Floorplan with the power grid:
Bar = 20 µm. Pins as bars on the die edge. Tap cells in gray.
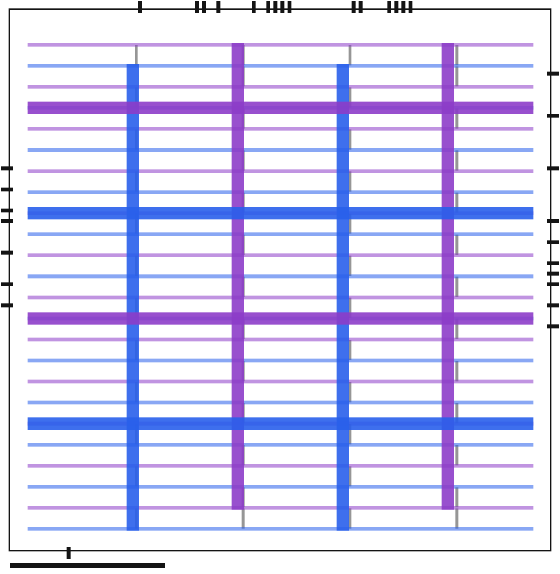
Cells colored by class:
Bar = 20 µm.
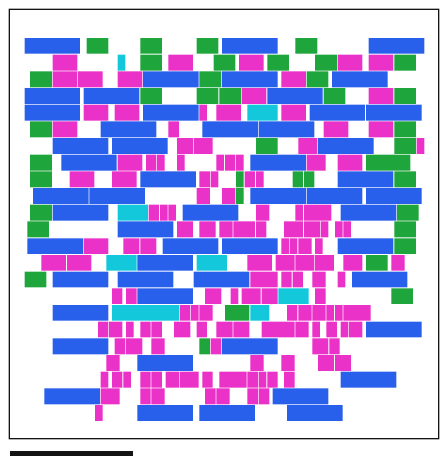
===== config.mk =====
export PLATFORM = sky130hd
export DESIGN_NAME = midi_parser
export DESIGN_NICKNAME = d
export VERILOG_FILES = /design/src/rtl/midi_parser.sv
export SDC_FILE = /design/constraint.sdc
export NUM_CORES = 1
export LEC_CHECK = 0
export ABC_AREA = 0
export CORE_MARGIN = 2
export CORE_UTILIZATION = 54
export DETAILED_ROUTE_END_ITERATION = 8
export GPL_ROUTABILITY_DRIVEN = 1
export GPL_TIMING_DRIVEN = 0
export PLACE_DENSITY = 0.79
export SYNTH_ARGS = -nofsm -noshare
export SYNTH_HDL_FRONTEND = slang
export SYNTH_SLANG_ARGS = --single-unit

===== constraint.sdc =====
create_clock -name clk_i -period 2.2 [get_ports clk_i]
set_clock_uncertainty 0.05 [all_clocks]
set_input_delay 0.44 -clock clk_i [delete_from_list [all_inputs] [get_ports clk_i]]
set_output_delay 0.44 -clock clk_i [all_outputs]
set_load 0.01 [all_outputs]

===== src/rtl/midi_parser.sv =====
`default_nettype none
// ============================================================================
// Module  : midi_parser
// Purpose : Assembles MIDI channel messages from a byte stream and emits
//           note-on/note-off events through a one-entry valid/ready register.
// Rev     : 1.0
// ============================================================================
module midi_parser #(
  parameter int         CHANNEL_FILTER = 0,
  parameter logic [3:0] CHANNEL        = 4'd0,
  parameter int         TIMEOUT_CYCLES = 32000
) (
  input  logic       clk_i,
  input  logic       rst_i,
  input  logic [7:0] byte_i,
  input  logic       byteValid_i,
  output logic       evValid_o,
  input  logic       evReady_i,
  output logic       evNoteOn_o,
  output logic [3:0] evChannel_o,
  output logic [6:0] evNote_o,
  output logic [6:0] evVelocity_o,
  output logic       overflow_o
);

  localparam int               TMO_W    = (TIMEOUT_CYCLES > 1) ? $clog2(TIMEOUT_CYCLES) : 1;
  localparam logic [TMO_W-1:0] TMO_LAST = TMO_W'(TIMEOUT_CYCLES - 1);

  localparam logic [1:0] S_IDLE  = 2'd0;
  localparam logic [1:0] S_SKIP  = 2'd1;
  localparam logic [1:0] S_DATA1 = 2'd2;
  localparam logic [1:0] S_DATA2 = 2'd3;

  logic [1:0]       state_q, state_d;
  logic [7:0]       status_q, status_d;
  logic [6:0]       d1_q, d1_d;
  logic [TMO_W-1:0] tmo_q, tmo_d;

  logic       evValid_q, evValid_d;
  logic       evNoteOn_q, evNoteOn_d;
  logic [3:0] evChannel_q, evChannel_d;
  logic [6:0] evNote_q, evNote_d;
  logic [6:0] evVelocity_q, evVelocity_d;
  logic       overflow_q, overflow_d;

  logic is_rt, is_sys, is_ch, is_dat;
  logic two_byte;
  logic tmo_hit;
  logic chan_ok;
  logic ev_cand;
  logic ev_load;

  assign is_rt    = byteValid_i & (byte_i[7:3] == 5'b11111);
  assign is_sys   = byteValid_i & (byte_i[7:3] == 5'b11110);
  assign is_ch    = byteValid_i & byte_i[7] & (byte_i[7:4] != 4'hF);
  assign is_dat   = byteValid_i & ~byte_i[7];
  assign two_byte = (status_q[7:5] != 3'b110);
  assign tmo_hit  = ~byteValid_i & (state_q == S_DATA2) & (tmo_q == TMO_LAST);

  generate
    if (CHANNEL_FILTER != 0) begin : g_filter_on
      assign chan_ok = (status_q[3:0] == CHANNEL);
    end else begin : g_filter_off
      assign chan_ok = 1'b1;
    end
  endgenerate

  // --------------------------------------------------------------------------
  // FSM: state register
  // --------------------------------------------------------------------------
  always_ff @(posedge clk_i or posedge rst_i) begin
    if (rst_i) begin
      state_q <= S_IDLE;
    end else begin
      state_q <= state_d;
    end
  end

  // --------------------------------------------------------------------------
  // FSM: next-state logic
  // --------------------------------------------------------------------------
  always_comb begin
    state_d = state_q;
    if (is_sys) begin
      state_d = S_SKIP;
    end else if (is_ch) begin
      state_d = S_DATA1;
    end else if (is_dat) begin
      case (state_q)
        S_DATA1: state_d = two_byte ? S_DATA2 : S_DATA1;
        S_DATA2: state_d = S_DATA1;
        default: state_d = state_q;
      endcase
    end else if (tmo_hit) begin
      state_d = S_DATA1;
    end
  end

  // --------------------------------------------------------------------------
  // FSM: outputs (message datapath and event candidate)
  // --------------------------------------------------------------------------
  always_comb begin
    status_d = status_q;
    d1_d     = d1_q;
    tmo_d    = tmo_q;
    ev_cand  = 1'b0;

    if (is_sys) begin
      status_d = 8'h00;
    end else if (is_ch) begin
      status_d = byte_i;
    end

    if (is_dat && (state_q == S_DATA1)) begin
      d1_d = byte_i[6:0];
    end

    // Real-time bytes freeze the counter; any other byte restarts it.
    if (byteValid_i && !is_rt) begin
      tmo_d = '0;
    end else if (!byteValid_i && (state_q == S_DATA2)) begin
      tmo_d = tmo_hit ? '0 : tmo_q + TMO_W'(1);
    end

    if (is_dat && (state_q == S_DATA2) && (status_q[7:5] == 3'b100) && chan_ok) begin
      ev_cand = 1'b1;
    end
  end

  // --------------------------------------------------------------------------
  // One-entry event register
  // --------------------------------------------------------------------------
  assign ev_load = ev_cand & (~evValid_q | evReady_i);

  always_comb begin
    evValid_d    = ev_load | (evValid_q & ~evReady_i);
    evNoteOn_d   = evNoteOn_q;
    evChannel_d  = evChannel_q;
    evNote_d     = evNote_q;
    evVelocity_d = evVelocity_q;
    overflow_d   = ev_cand & evValid_q & ~evReady_i;
    if (ev_load) begin
      // Note-on with zero velocity is reported as note-off.
      evNoteOn_d   = status_q[4] & (byte_i[6:0] != 7'd0);
      evChannel_d  = status_q[3:0];
      evNote_d     = d1_q;
      evVelocity_d = byte_i[6:0];
    end
  end

  always_ff @(posedge clk_i or posedge rst_i) begin
    if (rst_i) begin
      status_q     <= 8'h00;
      d1_q         <= 7'd0;
      tmo_q        <= '0;
      evValid_q    <= 1'b0;
      evNoteOn_q   <= 1'b0;
      evChannel_q  <= 4'd0;
      evNote_q     <= 7'd0;
      evVelocity_q <= 7'd0;
      overflow_q   <= 1'b0;
    end else begin
      status_q     <= status_d;
      d1_q         <= d1_d;
      tmo_q        <= tmo_d;
      evValid_q    <= evValid_d;
      evNoteOn_q   <= evNoteOn_d;
      evChannel_q  <= evChannel_d;
      evNote_q     <= evNote_d;
      evVelocity_q <= evVelocity_d;
      overflow_q   <= overflow_d;
    end
  end

  assign evValid_o    = evValid_q;
  assign evNoteOn_o   = evNoteOn_q;
  assign evChannel_o  = evChannel_q;
  assign evNote_o     = evNote_q;
  assign evVelocity_o = evVelocity_q;
  assign overflow_o   = overflow_q;

endmodule
`default_nettype wire

==> Changelog: implementation <==
## Flow update

- Status: complete, no violations
- Rows: 23
- Critical path required time: 2.37 ns
- DR WL/cell: 15.1 µm
- Post-route setup TNS: 0 ns
- Antenna diode count: 0
- Leak Pwr: 1.23 nW
- Final Max Slew Viols: 0
- Area leader, netlist: dfrtp_1
- Placed instance area: 2740 µm²
- Switching power: 663 µW
- Dpl ws: -0.232 ns
- CTS hold repair buffers: 0
- Ranking of synthesized cells by area: dfrtp_1 57%, mux2_2 13%, nand2_1 3.2%
- OpenROAD warnings: 26
- Seq share, synth: 56.8%
- Num Clock Sinks: 53
- Critical path class: input pin to flip-flop
- Gate power share: 25.5%
- DRC Markers: 0
- Largest net degree at the start of global routing: 41
- Mapped Nets: 212
- Distinct cell type count after synthesis: 41
- First-pass GRT wire length: 7.49 mm
- Layout cells sized above 1: 18.8%
- Later-pin clock latency in the skew report: 0.30 ns
- Max cap viols: 0
- Internal: 1.94 mW
- Vias after detailed routing: 1679
- Max Fclk: 0.481 GHz
- Sequential share of power: 49.6%
- Worst Tran Pin Value: 0.645 ns
- Most frequent cells in the layout: 53 x dfrtp_1, 32 x clkdlybuf4s50_1, 26 x mux2_2, 20 x nand2_1, 14 x o21ai_0
- GRT overflow: 0
- Critical path launch point type: input pin
- Yosys cell count: 199
- Max-area cell share: 56.8%
- Total CTS buffers: 5
Notes on 'floorplan with the power grid' above:
net	color
VDD	purple
VSS	blue
met4 straps	4
met5 straps	4
met1 rails	24

Notes on 'cells colored by class' above:
class	color	cells	share of their area
clock drivers and dummy loads	cyan	8	4.0%
other buffers and delay cells	green	39	13%
flops	blue	53	48%
combinational and other logic	magenta	140	35%

[cells in the mapped netlist (2+ instances only)]
| cell | instances |
|---|---|
| a22o_1 | 2 |
| nand2b_1 | 3 |
| buf_2 | 3 |
| nand2_1 | 20 |
| o31ai_1 | 4 |
| and3_1 | 3 |
| inv_1 | 5 |
| nand3_1 | 5 |
| o22ai_1 | 2 |
| nand4_1 | 3 |
| a21o_1 | 2 |
| nor2_1 | 4 |
| o41ai_1 | 2 |
| clkbuf_1 | 2 |
| a21oi_1 | 11 |
| o21ai_0 | 15 |
| or4_1 | 6 |
| dfrtp_1 | 53 |
| or3_1 | 7 |
| mux2_2 | 26 |
[timing repair]
action | in CTS | in global routing
gates resized | 0 | 1
hold endpoints to repair | 0 | 0
setup endpoints to repair | 0 | 10
[routing by layer]
metal / global-route usage (%) / vias to the layer above / part of all wire [%]
met4: 5.77 / 0 / 1.2
met2: 29.7 / 44 / 46
li1: - / 810 / -
met1: 27.5 / 819 / 48
met5: 0 / - / 0
met3: 3.20 / 6 / 4.3
[layout make-up]
class,instances,area (µm²)
clock buffer,6,72.6
buffer,6,33.8
clock inverter,2,38.8
fill,306,1240
tap,50,62.6
inverter,5,18.8
sequential,53,1330
timing repair buffer,33,340
multi-input combinational,135,957
[worst max-delay path, stage by stage]
cell             delay (ns)
clkdlybuf4s50_1        0.53
nand4_1                0.32
o2111ai_2              0.26
or4_1                  0.54
a21oi_1                0.16
[kinds of logic (layout without fill, tap and decap cells)]
logic type               Yosys count  in the layout  synth area share [%]
adder cells (fa/ha/maj)            1              1                 0.536
buffers and inverters             11             52                  2.25
XOR/XNOR                           2              2                 0.750
multiplexers                      26             26                  12.5
AND-OR/OR-AND                     45             45                  12.3
flip-flops                        53             53                  56.8
AND/OR/NAND/NOR                   61             61                  14.8
[state kept, by name (all words and copies together) (netlist names)]
register and flops:
tmo_q 15, status_q 8, d1_q 7, evNote_o 7, evVelocity_o 7, evChannel_o 4, state_q 2, evNoteOn_o 1
evValid_o 1, overflow_o 1
[final timing paths]
| check | slack (ns) | start | end |
|---|---|---|---|
| worst max-delay path | 0.12 | byte_i[5] | tmo_q[12] |
| worst min-delay path | 0.34 | rst_i | tmo_q[14] |
| worst max register to register | 0.42 | tmo_q[0] | tmo_q[3] |
| worst min register to register | 0.45 | evNoteOn_o | evNoteOn_o |
| max in group asynchronous | 1.25 | rst_i | status_q[3] |
| min in group clk_i | 0.45 | evNoteOn_o | evNoteOn_o |
[power groups by stage]
stage	Clock [mW]	Combinational, mW	Sequential, mW
2_1_floorplan	0	0.243	1.36
3_3_place_gp	0	0.654	1.30
3_5_place_dp	0	0.672	1.31
4_1_cts	0.667	0.674	1.30
5_1_grt	0.712	0.708	1.33
6_report	0.650	0.664	1.29
Power and IR drop assume default switching activity.
